[src/rtl/fu_sharemod_merge_bus_if.sv]
// rtl/fu_sharemod_merge_bus_if.sv - slice-in / word-out handshake bundle for the merge bus
// in_signed exists only when FU_SHAREMOD_MERGE_SIGNEXT_EN is defined.
interface fu_sharemod_merge_bus_if #(
  parameter int BUS_WIDTH      = 64,
  parameter int SPLITTER_WIDTH = 8
);
  localparam int SPLITTER_COUNT = BUS_WIDTH / SPLITTER_WIDTH;
  localparam int CW             = $clog2(SPLITTER_COUNT) + 1;

  logic [SPLITTER_WIDTH-1:0] in_slice;
  logic                      in_valid;
  logic                      in_last;
  logic                      in_ready;
`ifdef FU_SHAREMOD_MERGE_SIGNEXT_EN
  logic                      in_signed;
`endif
  logic [BUS_WIDTH-1:0]      out_bus;
  logic [CW-1:0]             out_count;
  logic                      out_valid;
  logic                      out_ready;

`ifdef FU_SHAREMOD_MERGE_SIGNEXT_EN
  modport master (output in_slice, in_valid, in_last, in_signed, out_ready,
                  input  in_ready, out_bus, out_count, out_valid);
  modport slave  (input  in_slice, in_valid, in_last, in_signed, out_ready,
                  output in_ready, out_bus, out_count, out_valid);
`else
  modport master (output in_slice, in_valid, in_last, out_ready,
                  input  in_ready, out_bus, out_count, out_valid);
  modport slave  (input  in_slice, in_valid, in_last, out_ready,
                  output in_ready, out_bus, out_count, out_valid);
`endif
endinterface

[src/rtl/fu_sharemod_merge_bus.sv]
// rtl/fu_sharemod_merge_bus.sv - packs serial slices LSB-first into a registered bus word
// FU_SHAREMOD_MERGE_SIGNEXT_EN: pad short words with the last slice's MSB when in_signed=1.
module fu_sharemod_merge_bus #(
  parameter int BUS_WIDTH      = 64,
  parameter int SPLITTER_WIDTH = 8
) (
  input  logic                   clk,
  input  logic                   rst_n,
  fu_sharemod_merge_bus_if.slave bus
);
  localparam int SW = SPLITTER_WIDTH;
  localparam int SC = BUS_WIDTH / SPLITTER_WIDTH;
  localparam int CW = $clog2(SC) + 1;

  logic [BUS_WIDTH-1:0] acc_q, acc_d;
  logic [BUS_WIDTH-1:0] out_bus_q, out_bus_d;
  logic [CW-1:0]        cnt_q, cnt_d;
  logic [CW-1:0]        out_count_q, out_count_d;
  logic                 out_valid_q, out_valid_d;

  logic [BUS_WIDTH-1:0] merged;
  logic [BUS_WIDTH-1:0] acc_wr;
  logic [SW-1:0]        pad;
  logic                 last_pos;
  logic                 ready;
  logic                 accept;
  logic                 complete;

  assign last_pos = (cnt_q == CW'(SC - 1));
  // Only a word-completing slice needs the output register free.
  assign ready    = (!last_pos && !bus.in_last) || !out_valid_q || bus.out_ready;
  assign accept   = bus.in_valid && ready;
  assign complete = accept && (last_pos || bus.in_last);

`ifdef FU_SHAREMOD_MERGE_SIGNEXT_EN
  assign pad = (bus.in_signed && bus.in_slice[SW-1]) ? {SW{1'b1}} : {SW{1'b0}};
`else
  assign pad = {SW{1'b0}};
`endif

  always_comb begin
    merged = '0;
    acc_wr = acc_q;
    for (int j = 0; j < SC; j++) begin
      if (CW'(j) < cnt_q) begin
        merged[j*SW +: SW] = acc_q[j*SW +: SW];
      end else if (CW'(j) == cnt_q) begin
        merged[j*SW +: SW] = bus.in_slice;
        acc_wr[j*SW +: SW] = bus.in_slice;
      end else begin
        merged[j*SW +: SW] = pad;
      end
    end
  end

  always_comb begin
    acc_d       = acc_q;
    cnt_d       = cnt_q;
    out_bus_d   = out_bus_q;
    out_count_d = out_count_q;
    out_valid_d = out_valid_q;
    if (out_valid_q && bus.out_ready) begin
      out_valid_d = 1'b0;
    end
    if (complete) begin
      out_bus_d   = merged;
      out_count_d = cnt_q + CW'(1);
      out_valid_d = 1'b1;
      acc_d       = '0;
      cnt_d       = '0;
    end else if (accept) begin
      acc_d = acc_wr;
      cnt_d = cnt_q + CW'(1);
    end
  end

  always_ff @(posedge clk or negedge rst_n) begin
    if (!rst_n) begin
      acc_q       <= '0;
      cnt_q       <= '0;
      out_bus_q   <= '0;
      out_count_q <= '0;
      out_valid_q <= 1'b0;
    end else begin
      acc_q       <= acc_d;
      cnt_q       <= cnt_d;
      out_bus_q   <= out_bus_d;
      out_count_q <= out_count_d;
      out_valid_q <= out_valid_d;
    end
  end

  assign bus.in_ready  = ready;
  assign bus.out_bus   = out_bus_q;
  assign bus.out_count = out_count_q;
  assign bus.out_valid = out_valid_q;
endmodule

[src/flat_wrapper.sv]
// flat-port wrapper written by rule: the top's interface ports become plain ports
module fu_sharemod_merge_bus_flat 
#(
  parameter int BUS_WIDTH      = 64,
  parameter int SPLITTER_WIDTH = 8
)
  (clk, rst_n, bus_in_slice, bus_in_valid, bus_in_last, bus_out_ready, bus_in_ready, bus_out_bus, bus_out_count, bus_out_valid);
  fu_sharemod_merge_bus_if #(.BUS_WIDTH(BUS_WIDTH), .SPLITTER_WIDTH(SPLITTER_WIDTH)) bus_i ();
  input  logic clk;
  input  logic rst_n;
  input wire logic [$bits(bus_i.in_slice)-1:0] bus_in_slice;
  input wire logic [$bits(bus_i.in_valid)-1:0] bus_in_valid;
  input wire logic [$bits(bus_i.in_last)-1:0] bus_in_last;
  input wire logic [$bits(bus_i.out_ready)-1:0] bus_out_ready;
  output wire logic [$bits(bus_i.in_ready)-1:0] bus_in_ready;
  output wire logic [$bits(bus_i.out_bus)-1:0] bus_out_bus;
  output wire logic [$bits(bus_i.out_count)-1:0] bus_out_count;
  output wire logic [$bits(bus_i.out_valid)-1:0] bus_out_valid;
  assign bus_i.in_slice = bus_in_slice;
  assign bus_i.in_valid = bus_in_valid;
  assign bus_i.in_last = bus_in_last;
  assign bus_i.out_ready = bus_out_ready;
  assign bus_in_ready = bus_i.in_ready;
  assign bus_out_bus = bus_i.out_bus;
  assign bus_out_count = bus_i.out_count;
  assign bus_out_valid = bus_i.out_valid;
  fu_sharemod_merge_bus #(.BUS_WIDTH(BUS_WIDTH), .SPLITTER_WIDTH(SPLITTER_WIDTH)) u_core (.clk(clk), .rst_n(rst_n), .bus(bus_i));
endmodule
[config.mk]
export PLATFORM = sky130hd
export DESIGN_NAME = fu_sharemod_merge_bus_flat
export DESIGN_NICKNAME = d
export VERILOG_FILES = /design/src/rtl/fu_sharemod_merge_bus_if.sv /design/src/rtl/fu_sharemod_merge_bus.sv /design/src/flat_wrapper.sv
export SDC_FILE = /design/constraint.sdc
export NUM_CORES = 1
export LEC_CHECK = 0
export CAP_MARGIN = 20
export CORE_ASPECT_RATIO = 0.9
export CORE_UTILIZATION = 45
export CTS_BUF_LIST = sky130_fd_sc_hd__clkbuf_4 sky130_fd_sc_hd__clkbuf_8
export DETAILED_ROUTE_END_ITERATION = 12
export GPL_TIMING_DRIVEN = 1
export PLACE_DENSITY_LB_ADDON = 0.2
export SLEW_MARGIN = 30
export SYNTH_ARGS = -nofsm -noshare
export SYNTH_HDL_FRONTEND = slang
export SYNTH_SLANG_ARGS = --single-unit
[constraint.sdc]
create_clock -name clk -period 1.87 [get_ports clk]
set_input_delay 0.2805 -clock clk [delete_from_list [all_inputs] [get_ports clk]]
set_output_delay 0.2805 -clock clk [all_outputs]
set_load 0.05 [all_outputs]
==> results.txt <==
Worst-path clk slew - 80 ps
failing checks - design-rule violations
WL/cell - 18.19 µm
post-CTS sizing - 42
Final Hold Viols - 0
status - finished, violations left
Placed Area - 0.007455 mm²
Log Warnings - 28
CTS tree - done
crit-path max FO - 6
r2r setup slk - 100 ps
hpwl dp - 11320 µm
Rows - 40
Startpoint Class - flop
Worst-Margin Slew - 615.1 ps
Seq share, synth - 55.40%
Seq pwr share - 40.2%
setup bufs post-CTS - 3
io pins - 83
Die ar. - 0.01423 mm²
DRC Markers - 9
RSZ-0062 raised after global routing - no
Critical Path Sink - bus_in_ready
FF-to-FF path depth - 7
final setup TNS - 0 ps
Critical Path Start - u_core.cnt_q[0]
clk_skew - 12.15 ps
-- routing by layer --
layer | track usage [%] | vias to the layer above | share of wire (%)
li1 | - | 2343 | -
met3 | 5.390 | 22 | 4.3
met5 | 0 | - | 0
met1 | 34.69 | 2442 | 49
met2 | 35.93 | 149 | 45
met4 | 7.886 | 0 | 1.5
-- worst max-delay path: stages (launching register included) --
cell      delay (ps)
dfrtp_1          440
buf_6            160
nand3_4           90
o21ai_4          150
nand2b_1          90
buf_6            160
-- area by class of cell --
type	count	area share [%]
inverter	3	0.1418
clock inverter	9	1.544
multi-input combinational	395	31.94
clock buffer	22	3.576
timing repair buffer	155	16.97
sequential	137	43.19
tap	168	2.647
-- worst min path at each step --
stage,from,endpoint,slack [ps],cells past startpoint
floorplan,rst_n,u_core.acc_q[0],-20,0
global placement,rst_n,u_core.bus.out_bus[6],320,1
detailed placement,rst_n,u_core.bus.out_bus[4],320,1
CTS,rst_n,u_core.bus.out_bus[1],390,2
global route,rst_n,u_core.bus.out_bus[1],410,2
finish,rst_n,u_core.bus.out_bus[1],390,2
-- power groups by stage --
stage,clock (mW),combinational (mW),sequential (mW)
5_1_grt,2.70,2.96,3.60
3_5_place_dp,0,2.81,3.61
4_1_cts,2.55,2.74,3.55
3_3_place_gp,0,2.78,3.60
6_report,2.51,2.78,3.55
2_1_floorplan,0,1.09,4.34
-- cells in the final DEF, fill, tap and decap left out, drive strengths merged, types with 2 or more instances in the layout --
master / Yosys / layout
a21o: 6 / 6
a21oi: 22 / 22
a22o: 9 / 9
a22oi: 7 / 7
a31oi: 26 / 26
and2: 13 / 13
and2b: 7 / 7
and3: 17 / 17
buf: 28 / 106
bufinv: 0 / 3
clkbuf: 19 / 22
clkdlybuf4s50: 0 / 11
clkinv: 0 / 5
dfrtp: 137 / 137
dlygate4sd2: 0 / 37
ha: 3 / 3
inv: 3 / 3
mux2: 2 / 2
mux2i: 10 / 10
nand2: 87 / 87
nand2b: 5 / 5
nand3: 11 / 11
nor2: 5 / 5
nor2b: 4 / 4
nor3: 4 / 4
nor3b: 2 / 2
o211ai: 2 / 2
o21a: 18 / 18
o21ai: 86 / 86
o2bb2ai: 41 / 41
xor2: 2 / 2
-- metrics by stage --
stage | util [%] | hold WS, ps | setup WS [ps] | instances | power, mW
6_report | 59.43 | 390.5 | 64.05 | 889 | 8.847
5_1_grt | 59.43 | 414.9 | 1.105 | 889 | 9.259
4_1_cts | 58.89 | 394.0 | 0.7436 | 884 | 8.842
3_5_place_dp | 55.79 | 321.7 | -9.718 | 849 | 6.425
3_3_place_gp | 55.79 | 316.7 | 31.55 | 849 | 6.383
2_1_floorplan | - | -15.09 | 9.891 | 582 | 5.431
-- state kept, by name, indices dropped and copies added, names as in the netlist --
register and cells:
u_core.cnt_q 4, u_core.bus.out_count 4, u_core.bus.out_valid 1, u_core.bus.out_bus 64, u_core.acc_q 64
-- kinds of logic (layout without fill, tap and decap cells) --
group	after synthesis	count (layout)	synth area share, %
AND-OR/OR-AND	219	219	24.46
XOR/XNOR	3	3	0.4247
adder cells (fa/ha/maj)	3	3	0.6066
buffers and inverters	50	189	4.387
flip-flops	137	137	55.40
multiplexers	12	12	1.981
AND/OR/NAND/NOR	158	158	12.74
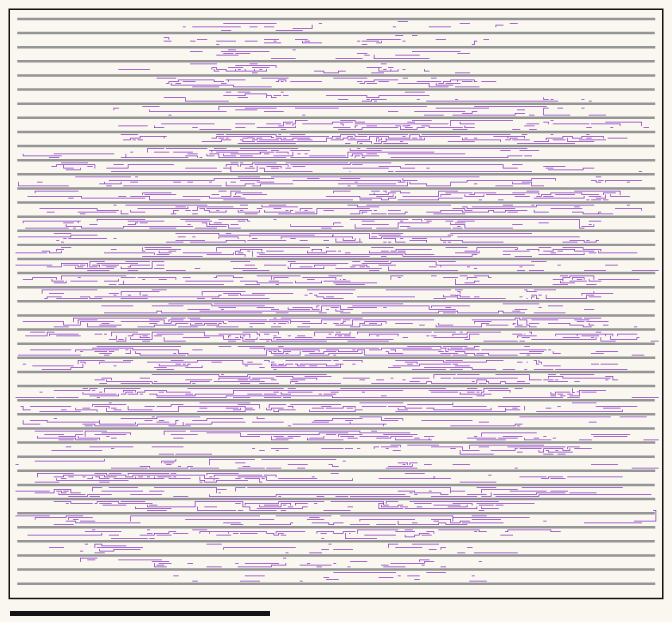
(the metal 1 layer)
The bar under the picture is 50 µm long. Supply wires on this layer in gray.
nets with wire on the layer: 655
longest straight run: 40.0 µm
share of all routed wire: 49%
Vias: 4956
met1 Track Usage GR: 34.69%
final WL: 16170 µm

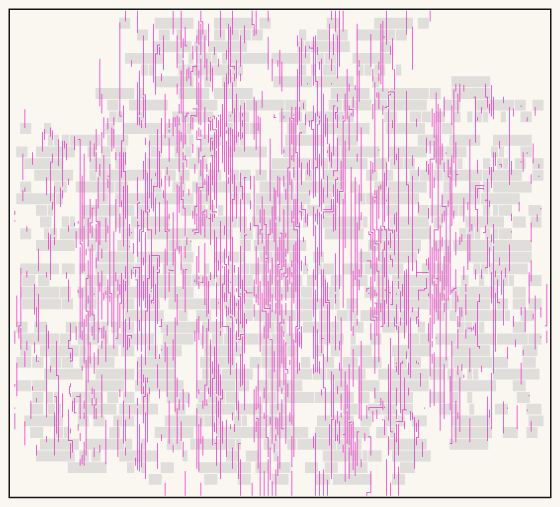
(metal 2)
Cells faint in the background.
nets with wire on the layer: 605
longest straight run: 38.1 µm
wire length on this layer: 7230 µm
GR Layer Usage met2: 35.93%

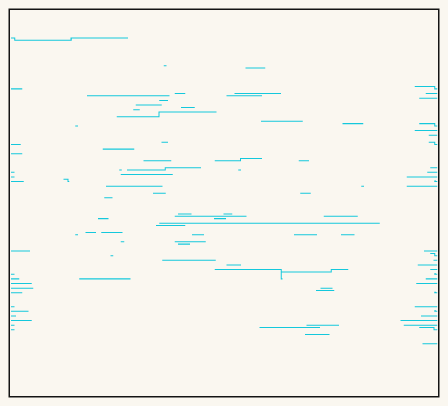
(met3 routing)
nets with wire on the layer: 83
wire length on this layer: 693 µm
longest straight run: 64.4 µm
share of all routed wire: 4.3%
met3 Use GR: 5.390%

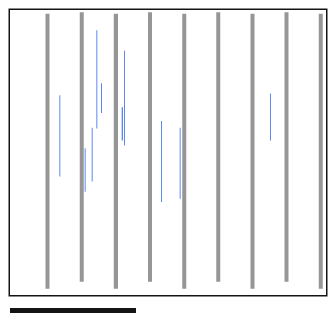
(the metal 4 layer)
The bar under the picture is 50 µm long. Supply wires on this layer in gray.
longest straight run: 38.8 µm
nets with wire on the layer: 9
main direction: vertical

No activity file was given, so power comes from the tool's default toggle rates.
